==> src/rtl/rf_wr_arbiter_if.sv <==
// Bundle of handshake, scoreboard and register-file write-port signals for rf_wr_arbiter.
// slave is the arbiter's view; master is the requester/decode side.
interface rf_wr_arbiter_if #(
    parameter int DATA_W = 16
);
    logic              init_start;
    logic              init_busy;

    logic              wb_req;
    logic [1:0]        wb_addr;
    logic [DATA_W-1:0] wb_data;
    logic              wb_gnt;

    logic              dbg_req;
    logic [1:0]        dbg_addr;
    logic [DATA_W-1:0] dbg_data;
    logic              dbg_gnt;

    logic              sb_set;
    logic [1:0]        sb_addr;
    logic [1:0]        rs1_addr;
    logic [1:0]        rs2_addr;
    logic              hazard;
    logic [3:0]        pending;

    logic              rf_write;
    logic [1:0]        rf_addr3;
    logic [DATA_W-1:0] rf_data3;

    modport slave (
        input  init_start,
        output init_busy,
        input  wb_req, wb_addr, wb_data,
        output wb_gnt,
        input  dbg_req, dbg_addr, dbg_data,
        output dbg_gnt,
        input  sb_set, sb_addr, rs1_addr, rs2_addr,
        output hazard, pending,
        output rf_write, rf_addr3, rf_data3
    );

    modport master (
        output init_start,
        input  init_busy,
        output wb_req, wb_addr, wb_data,
        input  wb_gnt,
        output dbg_req, dbg_addr, dbg_data,
        input  dbg_gnt,
        output sb_set, sb_addr, rs1_addr, rs2_addr,
        input  hazard, pending,
        input  rf_write, rf_addr3, rf_data3
    );
endinterface

==> src/rtl/rf_wr_arbiter.sv <==
// Register-file write-port arbiter: round-robin between writeback and debug loader,
// a 4-entry pending-writeback scoreboard, and an init sequence that clears all registers.
//
// state   | meaning
// --------+-----------------------------------------------------------
// ST_RUN  | normal operation: arbitrate requests, track scoreboard
// ST_INIT | write INIT_VAL to registers 0..3, one per cycle, no grants
module rf_wr_arbiter #(
    parameter int                DATA_W   = 16,
    parameter logic [DATA_W-1:0] INIT_VAL = '0
) (
    input  logic             clk,
    input  logic             rst,
    rf_wr_arbiter_if.slave   arb_io
);

    typedef enum logic {
        ST_RUN  = 1'b0,
        ST_INIT = 1'b1
    } state_t;

    state_t            state_q;
    logic [1:0]        cnt_q;
    logic [3:0]        pending_q;
    logic [3:0]        pending_d;
    logic              rr_q;
    logic              rf_write_q;
    logic [1:0]        rf_addr_q;
    logic [DATA_W-1:0] rf_data_q;

    logic in_run;
    logic start_init;
    logic arb_ok;
    logic wb_gnt_c;
    logic dbg_gnt_c;

    assign in_run     = (state_q == ST_RUN);
    assign start_init = in_run & arb_io.init_start;
    assign arb_ok     = in_run & ~rst & ~arb_io.init_start;

    // rr_q set means writeback won most recently, so debug is favoured on a tie.
    assign wb_gnt_c  = arb_ok & arb_io.wb_req  & (~arb_io.dbg_req | ~rr_q);
    assign dbg_gnt_c = arb_ok & arb_io.dbg_req & (~arb_io.wb_req  |  rr_q);

    always_comb begin
        pending_d = pending_q;
        if (start_init) begin
            pending_d = '0;
        end else if (in_run) begin
            if (wb_gnt_c)
                pending_d[arb_io.wb_addr] = 1'b0;
            // Set applied after clear so a same-cycle set wins.
            if (arb_io.sb_set)
                pending_d[arb_io.sb_addr] = 1'b1;
        end
    end

    always_ff @(posedge clk or posedge rst) begin
        if (rst) begin
            state_q    <= ST_RUN;
            cnt_q      <= 2'd0;
            pending_q  <= 4'b0000;
            rr_q       <= 1'b0;
            rf_write_q <= 1'b0;
            rf_addr_q  <= 2'd0;
            rf_data_q  <= '0;
        end else begin
            pending_q  <= pending_d;
            rf_write_q <= 1'b0;
            case (state_q)
                ST_RUN: begin
                    if (arb_io.init_start) begin
                        state_q <= ST_INIT;
                        cnt_q   <= 2'd0;
                    end else if (wb_gnt_c) begin
                        rf_write_q <= 1'b1;
                        rf_addr_q  <= arb_io.wb_addr;
                        rf_data_q  <= arb_io.wb_data;
                        rr_q       <= 1'b1;
                    end else if (dbg_gnt_c) begin
                        rf_write_q <= 1'b1;
                        rf_addr_q  <= arb_io.dbg_addr;
                        rf_data_q  <= arb_io.dbg_data;
                        rr_q       <= 1'b0;
                    end
                end
                ST_INIT: begin
                    rf_write_q <= 1'b1;
                    rf_addr_q  <= cnt_q;
                    rf_data_q  <= INIT_VAL;
                    cnt_q      <= cnt_q + 2'd1;
                    if (cnt_q == 2'd3)
                        state_q <= ST_RUN;
                end
                default: state_q <= ST_RUN;
            endcase
        end
    end

    assign arb_io.init_busy = (state_q == ST_INIT);
    assign arb_io.wb_gnt    = wb_gnt_c;
    assign arb_io.dbg_gnt   = dbg_gnt_c;
    assign arb_io.pending   = pending_q;
    assign arb_io.hazard    = (state_q == ST_INIT)
                            | pending_q[arb_io.rs1_addr]
                            | pending_q[arb_io.rs2_addr];
    assign arb_io.rf_write  = rf_write_q;
    assign arb_io.rf_addr3  = rf_addr_q;
    assign arb_io.rf_data3  = rf_data_q;

endmodule

==> src/flat_wrapper.sv <==
// flat-port wrapper written by rule: the top's interface ports become plain ports
module rf_wr_arbiter_flat 
#(
    parameter int                DATA_W   = 16,
    parameter logic [DATA_W-1:0] INIT_VAL = '0
)
  (clk, rst, arb_io_init_start, arb_io_init_busy, arb_io_wb_req, arb_io_wb_addr, arb_io_wb_data, arb_io_wb_gnt, arb_io_dbg_req, arb_io_dbg_addr, arb_io_dbg_data, arb_io_dbg_gnt, arb_io_sb_set, arb_io_sb_addr, arb_io_rs1_addr, arb_io_rs2_addr, arb_io_hazard, arb_io_pending, arb_io_rf_write, arb_io_rf_addr3, arb_io_rf_data3);
  rf_wr_arbiter_if #(.DATA_W(DATA_W)) arb_io_i ();
  input  logic clk;
  input  logic rst;
  input wire logic [$bits(arb_io_i.init_start)-1:0] arb_io_init_start;
  output wire logic [$bits(arb_io_i.init_busy)-1:0] arb_io_init_busy;
  input wire logic [$bits(arb_io_i.wb_req)-1:0] arb_io_wb_req;
  input wire logic [$bits(arb_io_i.wb_addr)-1:0] arb_io_wb_addr;
  input wire logic [$bits(arb_io_i.wb_data)-1:0] arb_io_wb_data;
  output wire logic [$bits(arb_io_i.wb_gnt)-1:0] arb_io_wb_gnt;
  input wire logic [$bits(arb_io_i.dbg_req)-1:0] arb_io_dbg_req;
  input wire logic [$bits(arb_io_i.dbg_addr)-1:0] arb_io_dbg_addr;
  input wire logic [$bits(arb_io_i.dbg_data)-1:0] arb_io_dbg_data;
  output wire logic [$bits(arb_io_i.dbg_gnt)-1:0] arb_io_dbg_gnt;
  input wire logic [$bits(arb_io_i.sb_set)-1:0] arb_io_sb_set;
  input wire logic [$bits(arb_io_i.sb_addr)-1:0] arb_io_sb_addr;
  input wire logic [$bits(arb_io_i.rs1_addr)-1:0] arb_io_rs1_addr;
  input wire logic [$bits(arb_io_i.rs2_addr)-1:0] arb_io_rs2_addr;
  output wire logic [$bits(arb_io_i.hazard)-1:0] arb_io_hazard;
  output wire logic [$bits(arb_io_i.pending)-1:0] arb_io_pending;
  output wire logic [$bits(arb_io_i.rf_write)-1:0] arb_io_rf_write;
  output wire logic [$bits(arb_io_i.rf_addr3)-1:0] arb_io_rf_addr3;
  output wire logic [$bits(arb_io_i.rf_data3)-1:0] arb_io_rf_data3;
  assign arb_io_i.init_start = arb_io_init_start;
  assign arb_io_init_busy = arb_io_i.init_busy;
  assign arb_io_i.wb_req = arb_io_wb_req;
  assign arb_io_i.wb_addr = arb_io_wb_addr;
  assign arb_io_i.wb_data = arb_io_wb_data;
  assign arb_io_wb_gnt = arb_io_i.wb_gnt;
  assign arb_io_i.dbg_req = arb_io_dbg_req;
  assign arb_io_i.dbg_addr = arb_io_dbg_addr;
  assign arb_io_i.dbg_data = arb_io_dbg_data;
  assign arb_io_dbg_gnt = arb_io_i.dbg_gnt;
  assign arb_io_i.sb_set = arb_io_sb_set;
  assign arb_io_i.sb_addr = arb_io_sb_addr;
  assign arb_io_i.rs1_addr = arb_io_rs1_addr;
  assign arb_io_i.rs2_addr = arb_io_rs2_addr;
  assign arb_io_hazard = arb_io_i.hazard;
  assign arb_io_pending = arb_io_i.pending;
  assign arb_io_rf_write = arb_io_i.rf_write;
  assign arb_io_rf_addr3 = arb_io_i.rf_addr3;
  assign arb_io_rf_data3 = arb_io_i.rf_data3;
  rf_wr_arbiter #(.DATA_W(DATA_W), .INIT_VAL(INIT_VAL)) u_core (.clk(clk), .rst(rst), .arb_io(arb_io_i));
endmodule
==> config.mk <==
export PLATFORM = sky130hd
export DESIGN_NAME = rf_wr_arbiter_flat
export DESIGN_NICKNAME = d
export VERILOG_FILES = /design/src/rtl/rf_wr_arbiter_if.sv /design/src/rtl/rf_wr_arbiter.sv /design/src/flat_wrapper.sv
export SDC_FILE = /design/constraint.sdc
export NUM_CORES = 1
export LEC_CHECK = 0
export CAP_MARGIN = 30
export CORE_ASPECT_RATIO = 1.2
export CORE_UTILIZATION = 41
export CTS_CLUSTER_SIZE = 8
export DETAILED_ROUTE_END_ITERATION = 6
export GPL_TIMING_DRIVEN = 0
export MAX_ROUTING_LAYER = met4
export PLACE_DENSITY = 0.77
export SLEW_MARGIN = 10
export SYNTH_ARGS = -nofsm -noshare
export SYNTH_HDL_FRONTEND = slang
export SYNTH_SLANG_ARGS = --single-unit
==> constraint.sdc <==
create_clock -name clk -period 2.2 [get_ports clk]
set_input_delay 0.55 -clock clk [delete_from_list [all_inputs] [get_ports clk]]
set_output_delay 0.55 -clock clk [all_outputs]
set_load 0.02 [all_outputs]
Figure 1. Metal layers overlaid.
(6 px per micron)
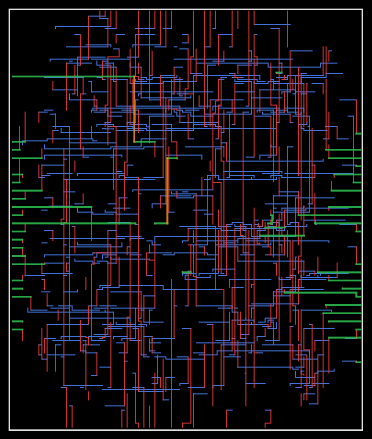
[red] metal 2 | wire length: 1900 microns
[green] metal 3 | wire length: 218 microns
[blue] metal 1 | wire length: 1590 microns
[orange] metal 4 | wire length: 21.8 microns

Figure 2. Routed clock nets over the placement.
(4 px per micron)
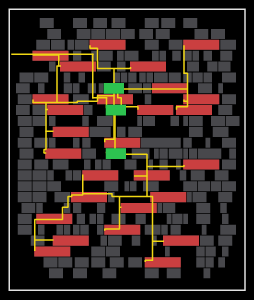
[yellow] clock wires | length: 319 microns
[red] flip-flops | count: 27
[green] clock drivers | count: 3
routed clock nets: 4

Figure 3. Layout detail.
Region (34, 7) to (54, 27) microns. Cells in gray, sequential cells in the stronger gray; small squares are vias.
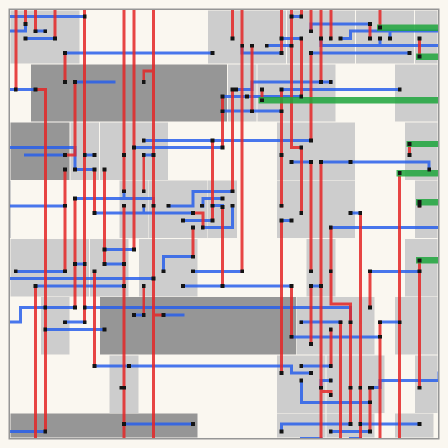
[red] metal 2
[green] metal 3
[blue] metal 1
cells with their middle in the window: 29
most frequent: buf_2 (3), clkdlybuf4s50_1 (3)
sequential cells in the window: 2
netlist names of flops here include: u_core.arb_io.pending (2)

-- through the flow --
| step | setup WS, ps | hold slack, ps | TNS, ps |
|---|---|---|---|
| floorplan | 77.6 | 478 | 0 |
| global placement | -759 | 509 | -2600 |
| global route | -42.5 | 526 | -42.5 |
| CTS | -25.1 | 505 | -25.1 |
| detailed placement | -787 | 511 | -2140 |
| finish | 2.66 | 491 | 0 |
-- registers in the layout (all words and copies together), names as in the netlist --
register	cells
u_core.arb_io.init_busy	1
u_core.arb_io.pending	4
u_core.arb_io.rf_addr3	2
u_core.arb_io.rf_data3	16
u_core.arb_io.rf_write	1
u_core.cnt_q	2
u_core.rr_q	1
-- worst max-delay path: cells and delay by family --
kind | cells | cell delay, ps
AND-OR/OR-AND | 1 | 230
buffers and inverters | 4 | 750
AND/OR/NAND/NOR | 1 | 120
==> summary.txt <==
yosys + openroad results -> Ys Warns=0, multi-input logic area=803 sq um, clock sink count=27, row count=24, XOR Share, Synth=0%, top cells by area=dfrtp_1, mux2i_1, o21ai_1, FFs w/ async S/R, synth=100%, cell type with the largest total area=dfrtp_1, NetSw=0.672 mW, Critical Path AT=between 1500 and 2000 ps, Post-Route WL=between 3000 and 4000 microns, inverter count=5, cell with the most instances after synthesis=o21ai_1, max_slew headroom=60.0%, max-cap violation count=0, Top FF cell, synth=dfrtp_1, met3 WL post-DR=~220 microns, gr usage total=about a fifth, Pwr top=combinational logic, vias in the first global route=~1400, sequential cell area share=~28%, H-tree depth=1, Power Dens Cells=765 nW/um^2, yosys stat area=approximately 1600 sq um, Synthesized registers=27, status=completed, worst slew pin tran=around 600 ps, Mux area share=12.7%, fin crit period=2200 ps, drt pass-1 iters=4, Final Setup Violations=0, Crit path top cell by count=buf_6, leakage power=approximately 1.1 nW, largest stage delay on the critical path=around 320 ps, slowest CP cell=dlygate4sd2_1, Post-Synthesis Cells=approximately 160, Clock Power=around 0.28 mW, met1 usage=between 20 and 25%, Top cell excl fill/tap=clkdlybuf4s50_1, die area=between 4000 and 5000 sq um, Fillers=~320, post-synthesis net count=208, Adder Area Share=less than 1%, startpoint types=input port, P_seq=0.690 mW, fin nets=between 200 and 300, comb area leader=AND-OR/OR-AND gates, first-pass GRT wire length=6290 microns
No activity file was given, so power comes from the tool's default toggle rates.
